$ cat src/rtl/mult_pkg.sv
// Shared definitions for the shift/add multiplier controller and its datapath.
package mult_pkg;

  localparam int OPW          = 8;
  localparam int PRODW        = 16;
  localparam int ITW          = 4;
  localparam int MAX_ITER_DEF = 8;

  typedef enum logic [1:0] {
    S_IDLE = 2'd0,
    S_LOAD = 2'd1,
    S_RUN  = 2'd2,
    S_FIN  = 2'd3
  } state_t;

  // A zero magnitude stays zero under negation, so no negative zero can appear.
  function automatic logic [PRODW-1:0] apply_sign(input logic neg,
                                                  input logic [PRODW-1:0] mag);
    return neg ? -mag : mag;
  endfunction

endpackage

$ cat src/rtl/mult_ctrl.sv
// Sequencing FSM for a sign-magnitude shift/add multiplier datapath.
//   state | meaning
//   IDLE  | waiting for start, operands captured on start
//   LOAD  | datapath loads operands and clears its product
//   RUN   | one shift/accumulate per cycle until multiplier exhausted or cap hit
//   FIN   | done pulse, signed result valid
module mult_ctrl
  import mult_pkg::*;
#(
  parameter int MAX_ITER = MAX_ITER_DEF
) (
  input  logic             clk,
  input  logic             rst,
  input  logic             start,
  input  logic [OPW-1:0]   a_mc,
  input  logic [OPW-1:0]   b_mp,
  output logic [OPW-1:0]   dp_mc,
  output logic [OPW-1:0]   dp_mp,
  output logic             dp_load,
  output logic             dp_enable,
  output logic             dp_psel,
  output logic             dp_clr,
  input  logic             dp_b0,
  input  logic             dp_zero,
  input  logic [PRODW-1:0] dp_product,
  output logic             busy,
  output logic             done,
  output logic [PRODW-1:0] result
);

  state_t           r_state;
  logic             r_sign;
  logic [ITW-1:0]   r_iter;
  logic             w_last;
  logic             w_step;

  assign w_last = dp_zero || (r_iter == ITW'(MAX_ITER));
  assign w_step = (r_state == S_RUN) && !w_last;

  // Enable and select follow the live multiplier LSB, so they decode combinationally.
  assign dp_enable = w_step;
  assign dp_psel   = w_step & dp_b0;

  always_ff @(posedge clk or posedge rst) begin
    if (rst) begin
      r_state <= S_IDLE;
      r_sign  <= 1'b0;
      r_iter  <= '0;
      dp_mc   <= '0;
      dp_mp   <= '0;
      dp_load <= 1'b0;
      dp_clr  <= 1'b0;
      busy    <= 1'b0;
      done    <= 1'b0;
      result  <= '0;
    end else begin
      dp_load <= 1'b0;
      dp_clr  <= 1'b0;
      done    <= 1'b0;
      case (r_state)
        S_IDLE: begin
          if (start) begin
            dp_mc   <= a_mc;
            dp_mp   <= b_mp;
            r_sign  <= a_mc[OPW-1] ^ b_mp[OPW-1];
            r_iter  <= '0;
            dp_load <= 1'b1;
            dp_clr  <= 1'b1;
            busy    <= 1'b1;
            r_state <= S_LOAD;
          end
        end
        S_LOAD: r_state <= S_RUN;
        S_RUN: begin
          if (w_last) begin
            result  <= apply_sign(r_sign, dp_product);
            done    <= 1'b1;
            r_state <= S_FIN;
          end else begin
            r_iter <= r_iter + 1'b1;
          end
        end
        S_FIN: begin
          busy    <= 1'b0;
          r_state <= S_IDLE;
        end
        default: r_state <= S_IDLE;
      endcase
    end
  end

endmodule

$ cat config.mk
export PLATFORM = sky130hd
export DESIGN_NAME = mult_ctrl
export DESIGN_NICKNAME = d
export VERILOG_FILES = /design/src/rtl/mult_pkg.sv /design/src/rtl/mult_ctrl.sv
export SDC_FILE = /design/constraint.sdc
export NUM_CORES = 1
export LEC_CHECK = 0
export CAP_MARGIN = 25
export CORE_MARGIN = 2
export CORE_UTILIZATION = 45
export DETAILED_ROUTE_END_ITERATION = 8
export DONT_BUFFER_PORTS = 1
export PLACE_DENSITY = 0.59
export SLEW_MARGIN = 30
export SYNTH_ARGS = -nofsm -noshare
export SYNTH_HDL_FRONTEND = slang
export SYNTH_SLANG_ARGS = --single-unit
$ cat constraint.sdc
create_clock -name clk -period 5.5 [get_ports clk]
set_input_delay 0.825 -clock clk [delete_from_list [all_inputs] [get_ports clk]]
set_output_delay 0.825 -clock clk [all_outputs]
set_load 0.03 [all_outputs]
**Run 1: local utilization**

The die is cut into 7 by 7 equal tiles; black is low, pale yellow is high, 0 to 100% covered.
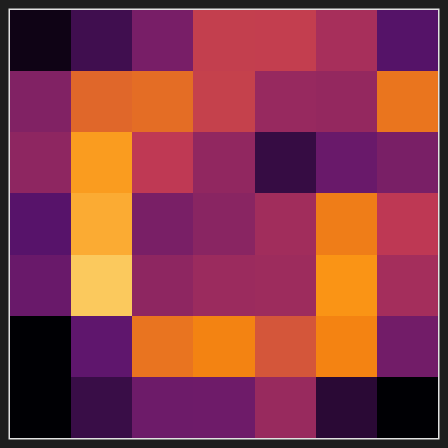
densest ninth of the die	middle left
tiles over 75% full	8.2%
mean over tiles	41%
Core Util at FP: 0.470
Finished Core Util: 0.500

**Run 1: drive-strength map**

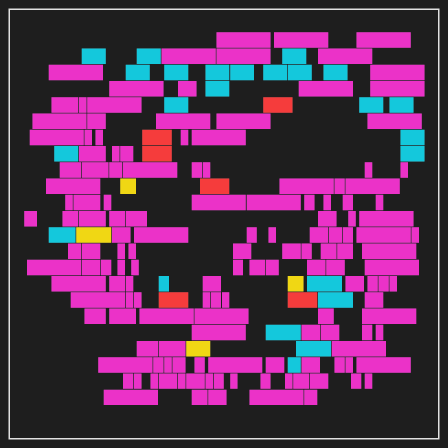
size	color	cells
x1 and smaller	magenta	147
x2	cyan	24
x3 and x4	yellow	4
x6 and larger	red	6
final setup margin: 2500 ps
Layout area overhead: 6.31%

==> flow_summary.json, run 1 <==
{
  "yosys_area_sq_um": 2060,
  "antenna_found_initial": 0,
  "grt-ovfl-total": 0,
  "powerDensity_nw_per_um2": 633,
  "path_buffers": 1,
  "yosysWarnings": 0,
  "slowest_stage": "nor3b_2",
  "grt_usage": 0.157,
  "die_h_um": 71.7,
  "antenna_cells": 0,
  "clock-root-buffer": "clkbuf_8",
  "hold_class": "in2async",
  "path_class": "reg2out",
  "yosys-stat-cells": 183,
  "grt_max_degree": 36,
  "post-cts-setup-buffers": 0,
  "power_w": 0.00139,
  "htree_levels": 2,
  "cts_tree": "built",
  "crit_chain": "inv_1, ha_1, nor3b_2, and2_1",
  "fmax_ghz": 0.333,
  "syn_inst": 183,
  "fillCellCount": 386,
  "io_buffers": 0,
  "edf_count": 0,
  "cp.depth": 4,
  "top_area_frac": 0.510,
  "slew_headroom": 0.494,
  "peakVddDrop_mv": 0.278,
  "r2r_cells": 6,
  "grt_pass1_vias": 1395,
  "rsz0062_at_grt": "no",
  "slew_violations": 0,
  "die-width_um": 71.7,
  "routed_wl_um": 3800,
  "rr_startpoint": "r_iter[0]",
  "vias": 1324,
  "clock_latency_ps": 290,
  "tightest_slew_ps": 758,
  "cp_data_arrival_time_ps": 2180,
  "syn_area_per_cell_sq_um": 11.3,
  "rows": 24,
  "drc_errors": 0,
  "path_delay_family": "simple AND/OR/NAND/NOR gates",
  "cts_buffers": 5,
  "path_max_fanout": 9,
  "holdWs_ps": 545,
  "crit_required_ps": 4680,
  "synth_seq_share": 0.510,
  "startpoint_type": "flip-flop",
  "drv_cap": 0,
  "ys.flops": 42,
  "dpl.hpwl_um": 2940,
  "hold_viol_final": 0,
  "via_per_inst": 5.68,
  "netlist_area_sq_um": 2060,
  "drive_gt1_frac": 0.188,
  "ff_type": "dfrtp_1",
  "top_area_cell": "dfrtp_1",
  "floorplan.nets": 227,
  "clk_pin_slew_ps": 80,
  "r2r-end": "r_iter[2]",
  "ioPinCount": 75,
  "fin_tns_setup_ps": 0,
  "reg2reg_setup_slack_ps": 3200,
  "die_area_sq_um": 5140,
  "dr.pass1.iters": 4,
  "drtIter0Drc": 47,
  "power_leakage_nw": 0.982,
  "warning_count": 30,
  "final-setup-viol-count": 0,
  "grt_pass1_wl_um": 6390,
  "cts.path.max_buffers": 2,
  "timing.final.crit_period_ps": 3000,
  "synth-async-reset-ratio": 1.00,
  "ctsResizeCount": 0,
  "fin_crit_sh": 0.546,
  "cts.sinks": 42,
  "synth.distinct_cells": 39,
  "critPathLaunch": "r_state[0]",
  "hold_buffers": 0,
  "layout.nets": 224,
  "crit_path_max_incr_delay_ps": 590,
  "gp_congestion": 0.796,
  "outcome": "complete, no violations",
  "end_kind": "output port",
  "clock_skew_ps": 6.91,
  "core_area_sq_um": 4380,
  "top_cells_by_area": "dfrtp_1, mux2_2, xor2_1",
  "postRouteAntennaNets": 0
}
**Run 1: routing congestion**

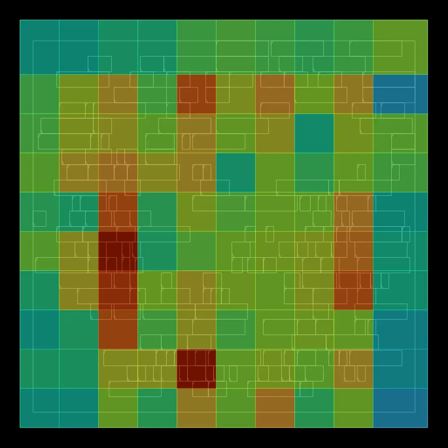
routed len/inst: 16.3 um
GR Util met2: 0.271

[run 1: worst register-to-register path, stage by stage, from the launching register on]
cell,delay (ps)
dfrtp_1,410
inv_1,70
ha_1,190
and3b_1,200
o21ai_4,590
o211ai_1,330
a221o_1,410
[run 1: cells by family (layout without fill, tap and decap cells)]
group | count (synthesis) | in the layout | synth area share
simple gates | 43 | 43 | 0.106
flops | 42 | 42 | 0.510
compound gates | 38 | 38 | 0.137
buf+inv | 20 | 18 | 0.0425
mux | 18 | 18 | 0.0978
xor+xnor | 15 | 15 | 0.0638
fa+ha+maj | 7 | 7 | 0.0425
[run 1: flip-flops by register name (all words and copies together) (netlist names)]
signal,cells
r_sign,1
dp_mc,8
r_state,2
dp_clr,1
r_iter,4
dp_mp,8
done,1
busy,1
result,16
[run 1: synth_stat cells, types with 2 or more instances]
library cell	n
o41ai_1	2
dfrtp_1	42
nor2_1	4
or4_1	2
o21ai_1	6
nand2_1	22
nor2b_1	2
o21ai_0	14
xnor2_1	2
xor2_1	13
inv_1	9
or3_1	3
a21o_1	2
o31ai_1	4
clkbuf_1	7
o41ai_2	4
ha_1	7
mux2_2	17
[run 1: how the worst max path moves through the flow]
stage	slack (ps)	end
3_3_place_gp	2530	dp_psel
4_1_cts	2470	dp_psel
3_5_place_dp	2800	dp_psel
6_report	2500	dp_psel
5_1_grt	2360	dp_psel
2_1_floorplan	2570	dp_psel
[run 1: power breakdown]
group	switching, W	internal, W
Clock	0.000104	0.000101
Sequential	0.000364	0.000449
Combinational	0.000183	0.000186
[run 1: layer usage]
| metal | track usage | up-vias | share of wire |
|---|---|---|---|
| met5 | 0 | - | 0 |
| met4 | 0.0587 | 0 | 0.012 |
| met3 | 0.0520 | 6 | 0.073 |
| met2 | 0.271 | 36 | 0.53 |
| met1 | 0.180 | 653 | 0.39 |
| li1 | - | 629 | - |
[run 1: layout make-up]
type	instances	area [sq um]	share of cell area
flip-flops and latches	42	1050	0.480
clock inverters	2	12.5	0.00571
well taps	52	65.1	0.0297
repair buffers	1	7.51	0.00343
inverters	9	33.8	0.0154
clock buffers	6	82.6	0.0377
multi-input cells	121	938	0.428
[run 1: placed cells by master, fill, tap and decap left out, types with 3 or more instances in the layout]
master / Yosys / routed
inv_1: 9 / 9
o31ai_1: 4 / 4
clkbuf_8: 0 / 6
o41ai_2: 4 / 4
xor2_1: 13 / 13
or3_1: 3 / 3
nor2_1: 4 / 4
nand2_1: 22 / 22
ha_1: 7 / 7
o21ai_0: 14 / 14
mux2_2: 17 / 17
o21ai_1: 6 / 5
dfrtp_1: 42 / 42
[run 1: through the flow]
step                      setup WS (ps)  instance area (sq um)  std cells
after global routing               2360                   2190        233
after floorplan                    2570                   2060        183
after CTS                          2470                   2190        233
after detailed placement           2800                   2100        225
after global placement             2530                   2080        225
final                              2500                   2190        233
==> run 1 -> run 2 <==
- PLACE_DENSITY: 0.59 -> 0.61
- clock period: 5.5 -> 2.6 ns (I/O delays scaled with it)
==> run 2 against run 1 <==
Effect of this change:
- die area unchanged
- non-clock buffer count rose by 3
- clock power up 150%
- highest routed layer unchanged
- clock skew shrank 1.3 ps
==> flow_summary.json, run 2 <==
{
  "outcome": "complete, no violations",
  "fin_tns_setup_ps": 0,
  "routed_wl_um": 3990,
  "drive_gt1_frac": 0.190,
  "combPwrFrac": 0.261,
  "die_area_sq_um": 5140,
  "die-width_um": 71.7,
  "via_per_inst": 5.69,
  "clock-root-buffer": "clkbuf_8",
  "netlist_area_sq_um": 2060,
  "grt_max_degree": 35,
  "layout.nets": 227,
  "drc_errors": 0,
  "crit_path_max_incr_delay_ps": 410,
  "io_buffers": 0,
  "yosys-stat-cells": 183,
  "cts_tree": "built",
  "power_leakage_nw": 0.996,
  "grt_pass1_wl_um": 6540,
  "critPathLaunch": "r_state[0]",
  "crit_required_ps": 2210,
  "path_buffers": 2,
  "syn_inst": 183,
  "synth-async-reset-ratio": 1.00,
  "cp_data_arrival_time_ps": 1890,
  "p_seq_frac": 0.572,
  "yosys_area_sq_um": 2060,
  "antenna_found_initial": 0,
  "drv_cap": 0,
  "end_kind": "output port",
  "syn_area_per_cell_sq_um": 11.3,
  "wl_per_cell_um": 16.9,
  "top_area_frac": 0.510,
  "dp_slack_ps": 637,
  "fmax_ghz": 0.439,
  "path_class": "reg2out",
  "top_regs": "result: 16 flops, dp_mc: 8 flops, dp_mp: 8 flops",
  "hold_viol_final": 0,
  "die_h_um": 71.7,
  "drtIter0Drc": 93,
  "initCoreUtil": 0.470,
  "path_max_fanout": 9,
  "grt_pass1_vias": 1402,
  "cts.sinks": 42,
  "clock_latency_ps": 290,
  "synth.distinct_cells": 39,
  "slew_violations": 0,
  "startpoint_type": "flip-flop",
  "ys.flops": 42,
  "floorplan.nets": 227,
  "synth_seq_share": 0.510,
  "postRouteAntennaNets": 0,
  "grt-ovfl-total": 0,
  "p_clk_frac": 0.167,
  "cts.path.max_buffers": 2,
  "layout_top_cell": "dfrtp_1",
  "timing.final.crit_period_ps": 2280,
  "final-setup-viol-count": 0,
  "intPower_w": 0.00164,
  "path_delay_family": "simple AND/OR/NAND/NOR gates",
  "top_cells_by_area": "dfrtp_1, mux2_2, xor2_1",
  "dr.pass1.iters": 4,
  "clk_pin_slew_ps": 80,
  "peakVddDrop_mv": 0.555,
  "antenna_cells": 0,
  "largest_reg_flops": 16,
  "netSwitchingFraction": 0.458,
  "holdWs_ps": 246,
  "htree_levels": 2,
  "gp_congestion": 0.884,
  "cts_buffers": 5,
  "lay_top_cells": "dfrtp_1, nand2_1, mux2_2",
  "edf_count": 0,
  "top_area_cell": "dfrtp_1"
}
[run 2: stage by stage]
stage | std cells | power (W)
2_1_floorplan | 183 | 0.00235
3_3_place_gp | 227 | 0.00249
3_5_place_dp | 227 | 0.00255
4_1_cts | 236 | 0.00306
5_1_grt | 236 | 0.00321
6_report | 236 | 0.00302
[run 2: timing repair]
| action | CTS | global route |
|---|---|---|
| resized | 0 | 0 |
| buffers inserted | 0 | 0 |
| hold endpoints to repair | 26 | 0 |
| hold buffers | 1 | 0 |
[run 2: final cells by class]
cell class	count	area (sq um)
clock buffers	6	72.6
clock inverters	2	37.5
fillers	406	2160
inverters	9	35.0
multi-input cells	121	926
flip-flops and latches	42	1050
well taps	52	65.1
repair buffers	4	32.5
[run 2: metal layers]
layer	GRT usage	vias to the layer above	share of wire
met2	0.281	48	0.53
met4	0.0608	0	0.011
li1	-	632	-
met1	0.182	658	0.38
met3	0.0577	6	0.083
met5	0	-	0
[run 2: kinds of logic (layout without fill, tap and decap cells)]
group | count (synthesis) | count (layout) | share of synthesized area
AND/OR/NAND/NOR | 43 | 43 | 0.106
flip-flops | 42 | 42 | 0.510
AND-OR/OR-AND | 38 | 38 | 0.137
buffers and inverters | 20 | 21 | 0.0425
multiplexers | 18 | 18 | 0.0978
XOR/XNOR | 15 | 15 | 0.0638
adder cells (fa/ha/maj) | 7 | 7 | 0.0425
[run 2: path summary, 6_finish.rpt]
| kind | slack (ps) | endpoint | cells past startpoint |
|---|---|---|---|
| max reg2reg | 770 | r_iter[2] | 7 |
| max in group asynchronous | 1470 | dp_mc[3] | 3 |
| min reg2reg | 540 | r_iter[0] | 1 |
| min in group asynchronous | 560 | dp_mp[2] | 2 |
| max | 320 | dp_psel | 5 |
| min | 250 | dp_mc[2] | 1 |
[run 2: power groups by stage]
stage / logic, W / clock network, W / registers, W
2_1_floorplan: 0.000708 / 0 / 0.00164
3_3_place_gp: 0.000755 / 0 / 0.00173
3_5_place_dp: 0.000803 / 0 / 0.00175
4_1_cts: 0.000806 / 0.000517 / 0.00174
5_1_grt: 0.000901 / 0.000536 / 0.00177
6_report: 0.000789 / 0.000504 / 0.00172
**Run 2: drive-strength map**

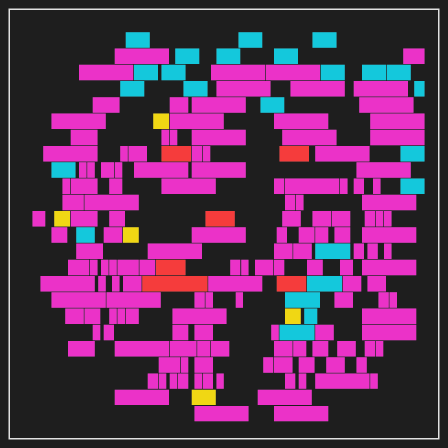
size	color	cells
x2	cyan	24
x1 and smaller	magenta	149
x6 and larger	red	6
x3 and x4	yellow	5
Layout area overhead: 7.71%
final setup margin: 324 ps
Finished Cell Area: 2220 sq um
Plain + repair buffers: 4

**Run 2: placement by cell class**

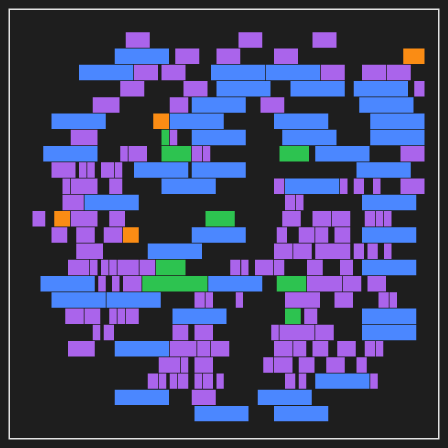
class	color	cells
clock drivers and dummy loads	green	8
registers	blue	42
remaining buffers and delay cells	orange	4
remaining logic cells	purple	130
Finished Core Util: 0.506
Core Region: 4380 sq um
# rows: 24
Seq/total area: 0.474

**Run 2: local utilization**

The die is cut into 7 by 7 equal tiles; black is low, pale yellow is high, 0 to 100% covered.
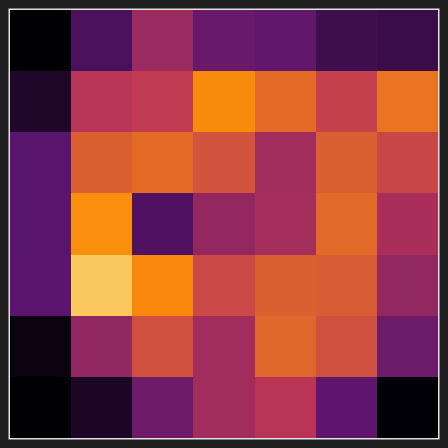
mean over tiles	42%
fullest tile	88%
nearly empty tiles	6.1%
tiles over 75% full	4.1%
emptiest ninth of the die	lower left

Power figures rest on the tool's default switching activity, not on a simulated workload.
